## config.mk

```make
export PLATFORM = sky130hd
export DESIGN_NAME = fifo_rd_packer
export DESIGN_NICKNAME = d
export VERILOG_FILES = /design/src/rtl/fifo_rd_pkg.sv /design/src/rtl/fifo_rd_seqcheck.sv /design/src/rtl/fifo_rd_packer.sv
export SDC_FILE = /design/constraint.sdc
export NUM_CORES = 1
export LEC_CHECK = 0
export ABC_AREA = 1
export CORE_ASPECT_RATIO = 1.25
export CORE_MARGIN = 2
export CORE_UTILIZATION = 41
export DETAILED_ROUTE_END_ITERATION = 8
export PLACE_DENSITY = 0.85
export SYNTH_ARGS = -nofsm -noshare
export SYNTH_HDL_FRONTEND = slang
export SYNTH_SLANG_ARGS = --single-unit
```

## constraint.sdc

```tcl
create_clock -name rclk -period 1.7 [get_ports rclk]
set_input_delay 0.34 -clock rclk [delete_from_list [all_inputs] [get_ports rclk]]
set_output_delay 0.34 -clock rclk [all_outputs]
set_load 0.02 [all_outputs]
```

## src/rtl/fifo_rd_pkg.sv

```systemverilog
// ----------------------------------------------------------------------------
// fifo_rd_pkg
// Shared definitions for the FIFO read-side packer.
//   DEFAULT_DATASIZE : default FIFO read-data width in bits
//   DEFAULT_PACK     : default number of FIFO entries packed per output word
//   rdState_t        : packer FSM states (FILL = popping, HOLD = presenting)
// Related build macro: FIFO_RD_SEQCHECK_EN (see fifo_rd_packer).
// ----------------------------------------------------------------------------
package fifo_rd_pkg;

   localparam int DEFAULT_DATASIZE = 8;
   localparam int DEFAULT_PACK     = 4;

   typedef enum logic {
      FILL = 1'b0,
      HOLD = 1'b1
   } rdState_t;

endpackage

```

## src/rtl/fifo_rd_seqcheck.sv

```systemverilog
// ----------------------------------------------------------------------------
// fifo_rd_seqcheck
// Watches every entry popped from the FIFO and counts entries that break an
// incrementing sequence. Only instantiated when FIFO_RD_SEQCHECK_EN is defined.
// Ports:
//   rclk    : read-domain clock (rising edge)
//   rrst    : synchronous active-high reset
//   pop     : an entry is consumed this cycle
//   rdata   : value of the entry being consumed
//   err_cnt : saturating count of sequence errors
// ----------------------------------------------------------------------------
module fifo_rd_seqcheck
   import fifo_rd_pkg::*;
#(
   parameter int DATASIZE = DEFAULT_DATASIZE
) (
   input  logic                rclk,
   input  logic                rrst,
   input  logic                pop,
   input  logic [DATASIZE-1:0] rdata,
   output logic [15:0]         err_cnt
);

   logic [DATASIZE-1:0] r_expected;
   logic [15:0]         r_errCnt;

   // The expected value advances by one per pop and wraps naturally at the
   // data width. On a mismatch we resync to the observed value so that one
   // dropped or corrupted entry is counted once rather than forever after.
   always_ff @(posedge rclk) begin
      if (rrst) begin
         r_expected <= '0;
         r_errCnt   <= '0;
      end else if (pop) begin
         if (rdata != r_expected) begin
            if (r_errCnt != 16'hFFFF) begin
               r_errCnt <= r_errCnt + 16'd1;
            end
            r_expected <= rdata + 1'b1;
         end else begin
            r_expected <= r_expected + 1'b1;
         end
      end
   end

   assign err_cnt = r_errCnt;

endmodule

```

## src/rtl/fifo_rd_packer.sv

```systemverilog
// ----------------------------------------------------------------------------
// fifo_rd_packer
// Pops entries from a FIFO read port and packs PACK of them into one wide
// word (entry 0 in the LSBs). A flush emits a partially filled word. While a
// word is presented nothing is popped, so no entry is lost or duplicated.
// Ports:
//   rclk      : read-domain clock, all logic on the rising edge
//   rrst      : synchronous active-high reset
//   rempty    : FIFO empty flag
//   rdata     : FIFO head entry, valid when rempty=0
//   rinc      : pop strobe to the FIFO
//   flush     : request to emit a partially filled word
//   out_data  : packed word, unfilled lanes read zero
//   out_count : number of valid entries in out_data
//   out_valid : out_data/out_count valid
//   out_ready : consumer accepts the word when out_valid=1
//   err_cnt   : sequence-error count (zero unless FIFO_RD_SEQCHECK_EN)
// Build macro: FIFO_RD_SEQCHECK_EN instantiates the sequence checker.
// ----------------------------------------------------------------------------
module fifo_rd_packer
   import fifo_rd_pkg::*;
#(
   parameter int DATASIZE = DEFAULT_DATASIZE,
   parameter int PACK     = DEFAULT_PACK
) (
   input  logic                       rclk,
   input  logic                       rrst,
   input  logic                       rempty,
   input  logic [DATASIZE-1:0]        rdata,
   output logic                       rinc,
   input  logic                       flush,
   output logic [DATASIZE*PACK-1:0]   out_data,
   output logic [$clog2(PACK+1)-1:0]  out_count,
   output logic                       out_valid,
   input  logic                       out_ready,
   output logic [15:0]                err_cnt
);

   localparam int IDXW = $clog2(PACK);
   localparam int CNTW = $clog2(PACK+1);

   rdState_t                 r_state;
   rdState_t                 w_nextState;
   logic [IDXW-1:0]          r_idx;
   logic [DATASIZE*PACK-1:0] r_outData;
   logic [CNTW-1:0]          r_outCount;
   logic                     r_outValid;
   logic                     w_pop;
   logic                     w_lastLane;
   logic                     w_emit;
   logic [CNTW-1:0]          w_count;

   // A word is closed either when the last lane is written or when a flush
   // arrives. A flush with nothing collected and nothing arriving is ignored,
   // so an empty word is never presented.
   always_comb begin
      w_pop      = rinc;
      w_lastLane = (r_idx == IDXW'(PACK-1));
      w_emit     = (w_pop && (w_lastLane || flush)) ||
                   (!w_pop && flush && (r_idx != '0));
      w_count    = w_pop ? (CNTW'(r_idx) + 1'b1) : CNTW'(r_idx);
   end

   // State register.
   always_ff @(posedge rclk) begin
      if (rrst) begin
         r_state <= FILL;
      end else begin
         r_state <= w_nextState;
      end
   end

   // Next-state logic: FILL until a word closes, HOLD until it is accepted.
   always_comb begin
      w_nextState = r_state;
      case (r_state)
         FILL:    if (w_emit)    w_nextState = HOLD;
         HOLD:    if (out_ready) w_nextState = FILL;
         default: w_nextState = FILL;
      endcase
   end

   // Output logic: the pop strobe follows the empty flag combinationally in
   // FILL and is forced low in HOLD and during reset.
   always_comb begin
      rinc = 1'b0;
      if (!rrst && (r_state == FILL)) begin
         rinc = !rempty;
      end
   end

   // Datapath: each pop writes its lane; closing a word raises out_valid and
   // latches the count; acceptance clears everything so the next word starts
   // at lane 0 with zeroed lanes. The index is cleared when the word closes
   // since nothing is popped while the word is held.
   always_ff @(posedge rclk) begin
      if (rrst) begin
         r_idx      <= '0;
         r_outData  <= '0;
         r_outCount <= '0;
         r_outValid <= 1'b0;
      end else begin
         case (r_state)
            FILL: begin
               if (w_pop) begin
                  r_outData[r_idx*DATASIZE +: DATASIZE] <= rdata;
                  r_idx <= r_idx + 1'b1;
               end
               if (w_emit) begin
                  r_outValid <= 1'b1;
                  r_outCount <= w_count;
                  r_idx      <= '0;
               end
            end
            HOLD: begin
               if (out_ready) begin
                  r_outData  <= '0;
                  r_outCount <= '0;
                  r_outValid <= 1'b0;
                  r_idx      <= '0;
               end
            end
            default: begin
               r_idx <= '0;
            end
         endcase
      end
   end

   assign out_data  = r_outData;
   assign out_count = r_outCount;
   assign out_valid = r_outValid;

`ifdef FIFO_RD_SEQCHECK_EN
   fifo_rd_seqcheck #(
      .DATASIZE(DATASIZE)
   ) u_seqCheck (
      .rclk    (rclk),
      .rrst    (rrst),
      .pop     (w_pop),
      .rdata   (rdata),
      .err_cnt (err_cnt)
   );
`else
   assign err_cnt = 16'h0000;
`endif

endmodule

```

Run 1, local utilization:
(4 px per um) 7 x 8 tiles, from black (low) to pale yellow (high), 0 to 100% covered.
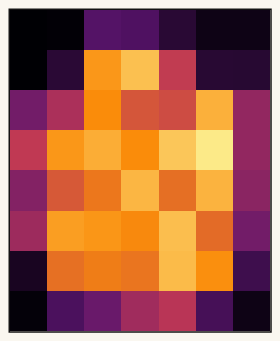
- emptiest ninth of the die: top left
- nearly empty tiles: 7.1%
- tiles over 75% full: 25%

Run 1, signal wires by layer:
(3 px per um)
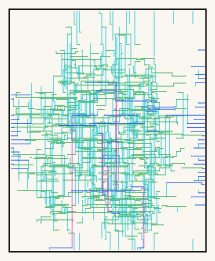
- cyan: M2 (wire length 2240 um)
- magenta: M4 (wire length 136 um)
- blue: M3 (wire length 311 um)
- green: M1 (wire length 1980 um)

==> deck_impl_summary.md, run 1 <==
Implementation Results

STA
  – Worst Skew: 0.00526 ns
  – Slew Limit Fails: 0
  – Setup TNS: 0 ns

Critical path
  – Slowest CP cell: clkdlybuf4s50_1
  – R2r worst-path depth: 9
  – R2R Path Start: r_idx[0]
  – Crit path DAT: ~1.3 ns
  – FF-to-FF setup slack: 0.15 ns
  – Crit path capture type: primary output
  – Buffers & Inverters on Critical Path: 1
  – Kind of critical path: reg -> out
  – Cells along the critical path: clkdlybuf4s50_1

Power and ir drop
  – Leakage Power: 1.04 nW
  – VDD IR max: just under 0.8 mV
  – Total power draw: 3.12 mW

Die
  – Die width: 65.1 um

Logic synthesis
  – Seq share, synth: between 40% and 50%
  – Synthesis-stage register bit count: 39
  – Async set-reset flop share out of synthesis: 0%
  – Yosys top cell area share: between 40% and 50%
  – Dominant flop cell: dfxtp_1
  – Dominant cells by area after synthesis: dfxtp_1 41%, o21ai_0 8.6%, nand3_1 7.9%, a21oi_1 7.3%, buf_4 6.3%

Placed design
  – GP Congestion: 0.887

Cells and area
  – Core Util, Final: between 50 and 60%
  – Area growth syn-to-layout: 33.4%
  – N_diodes: 0
  – Layout cells sized above 1: 13.4%

Drt
  – Vias per cell: ~5.0

Clocking
  – Clock buffer depth: 2

GRT
  – Remaining global-route overflow: 0

Run status
  – Status: finished clean
Run 1, placement by cell class:
(3 px per um)
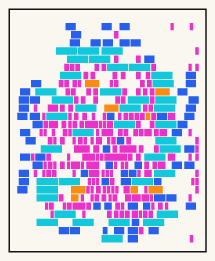
- blue: remaining buffers and delay cells (cells 64; share of their area 24%)
- orange: clock drivers and dummy loads (cells 8; share of their area 3.6%)
- cyan: registers (cells 39; share of their area 32%)
- magenta: remaining logic cells (cells 196; share of their area 41%)
cell area after layout: 2550 um^2
Rows: 27
Seq area share: 30.6%
Core Area: 4460 um^2

[run 1: worst max-delay path by stage]
stage                       from            to  slack [ns]  cells past startpoint
finish              out_data[28]  out_data[28]        0.07                      1
global route            r_idx[0]   out_data[3]       -0.01                      7
detailed placement          rrst  out_data[30]       -0.26                      9
CTS                         rrst          rinc       0.007                      5
floorplan               r_idx[0]  out_count[0]        0.02                     10
global placement            rrst          rinc       -0.26                      5
[run 1: timing repair]
action                     CTS  global route
hold buffers                 0             0
setup buffers                0             1
resized                      1            16
pin swaps                    0             2
setup endpoints to repair    1            37
[run 1: sequential cells by signal, indices dropped and copies added (netlist names)]
signal     count
out_count      3
r_idx          2
r_state        1
out_data      32
out_valid      1
[run 1: power by group]
part | total (mW) | switching [mW] | internal (mW)
Combinational | 1.36 | 0.851 | 0.513
Sequential | 1.14 | 0.0761 | 1.06
Clock | 0.620 | 0.335 | 0.285
[run 1: per-layer routing]
| layer | share of wire (%) | vias up | global-route usage [%] |
|---|---|---|---|
| met4 | 2.9 | 0 | 10.0 |
| met5 | 0 | - | 0 |
| met1 | 42 | 814 | 24.2 |
| met3 | 6.7 | 12 | 5.46 |
| li1 | - | 915 | - |
| met2 | 48 | 79 | 30.7 |
[run 1: kinds of logic after synthesis]
family | count (synthesis)
other cells | 1
flops | 39
simple gates | 77
xor+xnor | 1
compound gates | 74
fa+ha+maj | 5
buf+inv | 51
[run 1: area by class of cell]
| class | instances | area share [%] |
|---|---|---|
| Inverter | 23 | 3.39 |
| Tap cell | 58 | 2.85 |
| Clock inverter | 3 | 0.785 |
| Multi-Input combinational cell | 173 | 36.0 |
| Timing Repair Buffer | 64 | 23.6 |
| Sequential cell | 39 | 30.6 |
| Clock buffer | 5 | 2.70 |
[run 1: layout by cell type, fill, tap and decap left out]
master	n
conb_1	16
nand2_2	3
ha_2	1
nor2_2	3
clkinvlp_4	2
buf_4	14
clkinv_1	1
inv_2	4
nor4_4	1
clkdlybuf4s50_1	48
clkinv_2	1
o21ai_0	27
nand3_1	29
o21ai_4	1
nor3_1	1
o211a_1	1
o21ai_1	8
nand3_2	1
a21oi_1	28
ha_1	4
o21ai_2	2
dfxtp_1	39
clkbuf_8	5
clkbuf_2	1
buf_6	1
inv_1	18
nand2_1	19
o21bai_1	1
nor2_1	19
xor2_1	1
o211ai_1	6
nand2_4	1
## Run 2: what changed since run 1
Settings changed: CORE_ASPECT_RATIO 1.25 to 0.6.
Run 2, local utilization:
(6 px per um) 9 x 6 tiles, from black (low) to pale yellow (high), 0 to 100% covered.
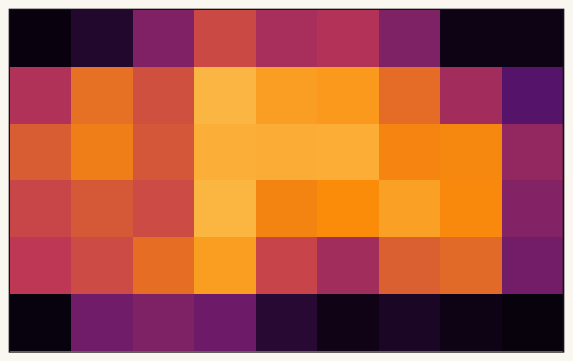
- mean over tiles: 49%
- fullest tile: 84%
- tiles over 75% full: 17%
- nearly empty tiles: 1.9%
- densest ninth of the die: middle
Core Util at FP: 42.3%
Core Util, Final: 58.1%

Run 2, the clock network:
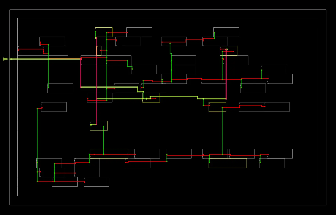
Flops: 39
worst-skew pair later-pin latency: 0.29 ns

==> deck_impl_summary.md, run 2 <==
Implementation Results

GRT
  – Initial antenna violation count: 0
  – Remaining global-route overflow: 0 (unchanged)
  – Met1 Resource Use GR: 29.5% (+5.3 points)
  – Routing usage on met3: 4.83% (-0.63 points)
  – GR Util met2: 25.8% (-4.9 points)
  – First-pass GRT wire length: 7750 um
  – Gr busiest metal: met1

Die
  – Total die size: about 5200 um^2
  – Die width: 92.1 um (+42%)
  – Core Area: 4520 um^2 (+1.3%)
  – Rows: 19 (-30%)

Cells and area
  – Most numerous logic cell after layout: clkdlybuf4s50_1
  – Layout cells sized above 1: 13.5% (+0.15 points)
  – Area growth syn-to-layout: 37.4%
  – N_diodes: 0 (unchanged)
  – Max reg flops: 32 (unchanged)
  – Top cells excl fill/tap: 48 x clkdlybuf4s50_1, 39 x dfxtp_1, 31 x o21ai_0

Power and ir drop
  – VDD IR max: 0.690 mV (-11%)
  – Leakage Power: 1.08 nW (+4.0%)

Clocking
  – Clock buffer depth: 2 (unchanged)
  – CTS H-tree lvls: 2
  – Number of setup buffers added after CTS: 0 (unchanged)
  – Clk pin slew, worst setup/hold paths: 0.07 ns
  – Hold Buf Count CTS: 0 (unchanged)

Critical path
  – Crit path DAT: 1.86 ns (+0.57 ns)
  – Cells along the critical path: inv_1 -> ha_1 -> nor2_1 -> nand3_2 -> o21ai_0 -> o21ai_0 -> nor2_1
  – Kind of critical path: reg -> reg

Logic synthesis
  – Seq share, synth: 40.9% (unchanged)
  – Yosys top cell area share: 40.9% (unchanged)
  – Async set-reset flop share out of synthesis: 0% (unchanged)
  – Dominant flop cell: dfxtp_1
  – Dominant cells by area after synthesis: dfxtp_1 41%, o21ai_0 8.6%, nand3_1 7.9%, a21oi_1 7.3%, buf_4 6.3%

Drt
  – Vias per cell: 4.95 (-0.64%)

STA
  – Setup TNS: 0 ns (unchanged)
  – Worst Skew: 0.00692 ns (+0.00166 ns)
  – Final hold violations: 0
  – Slew Limit Fails: 0 (unchanged)

Run status
  – Status: finished clean

Run
  – Max Cap Viol: 0

Placed design
  – GP Congestion: 0.888 (about the same)
run 2: where the power goes:
part | switching, mW | internal, mW
clock network | 0.325 | 0.587
logic | 0.853 | 0.525
registers | 0.0795 | 1.06
run 2: cell families (layout without fill, tap and decap cells):
family | Yosys count | after routing
AND-OR/OR-AND | 74 | 74
XOR/XNOR | 1 | 1
adder cells (fa/ha/maj) | 5 | 5
buffers and inverters | 51 | 99
flip-flops | 39 | 39
other | 1 | 16
AND/OR/NAND/NOR | 77 | 77
run 2: worst paths after layout:
check                                from          end  slack [ns]  depth (start not counted)
worst max register to register   r_idx[0]  out_data[3]        0.07                          7
worst max-delay path             r_idx[0]  out_data[3]        0.07                          7
worst min-delay path            out_valid    out_valid        0.45                          2
worst min register to register  out_valid    out_valid        0.45                          2
run 2: cell type report:
type	instances	area, um^2
fill	434	1890
tap	63	78.8
inverter	23	88.8
sequential	39	781
timing repair buffer	68	628
multi-input combinational	173	916
clock inverter	2	60.1
clock buffer	6	72.6
run 2: routing by layer:
layer | vias up | share of wire (%)
met5 | - | 0
met4 | 0 | 2.0
met3 | 11 | 12
met2 | 84 | 39
met1 | 840 | 46
li1 | 918 | -
run 2: timing repair:
item / CTS / global route
gates cloned: 0 / 0
setup endpoints to repair: 1 / 29
pin swaps: 0 / 1
resized: 1 / 10
run 2: metrics by stage:
stage	instance area, um^2	hold WS [ns]	util [%]	power (mW)	setup WS, ns
after global routing	2630	0.482	58.1	3.64	-0.0308
after CTS	2610	0.454	57.8	3.40	0.0105
final	2630	0.448	58.1	3.43	0.0691
after global placement	2480	0.439	54.9	2.46	-0.218
after floorplan	1970	0.498	-	2.01	0.0198
after detailed placement	2480	0.442	54.9	2.48	-0.253
run 2: critical path, delay by kind of cell (launching register included):
family          cells  cell delay [ns]
fa+ha+maj           1             0.35
simple gates        3             0.47
flops               1             0.33
compound gates      2             0.31
buf+inv             1             0.11
No activity file was given, so power comes from the tool's default toggle rates.
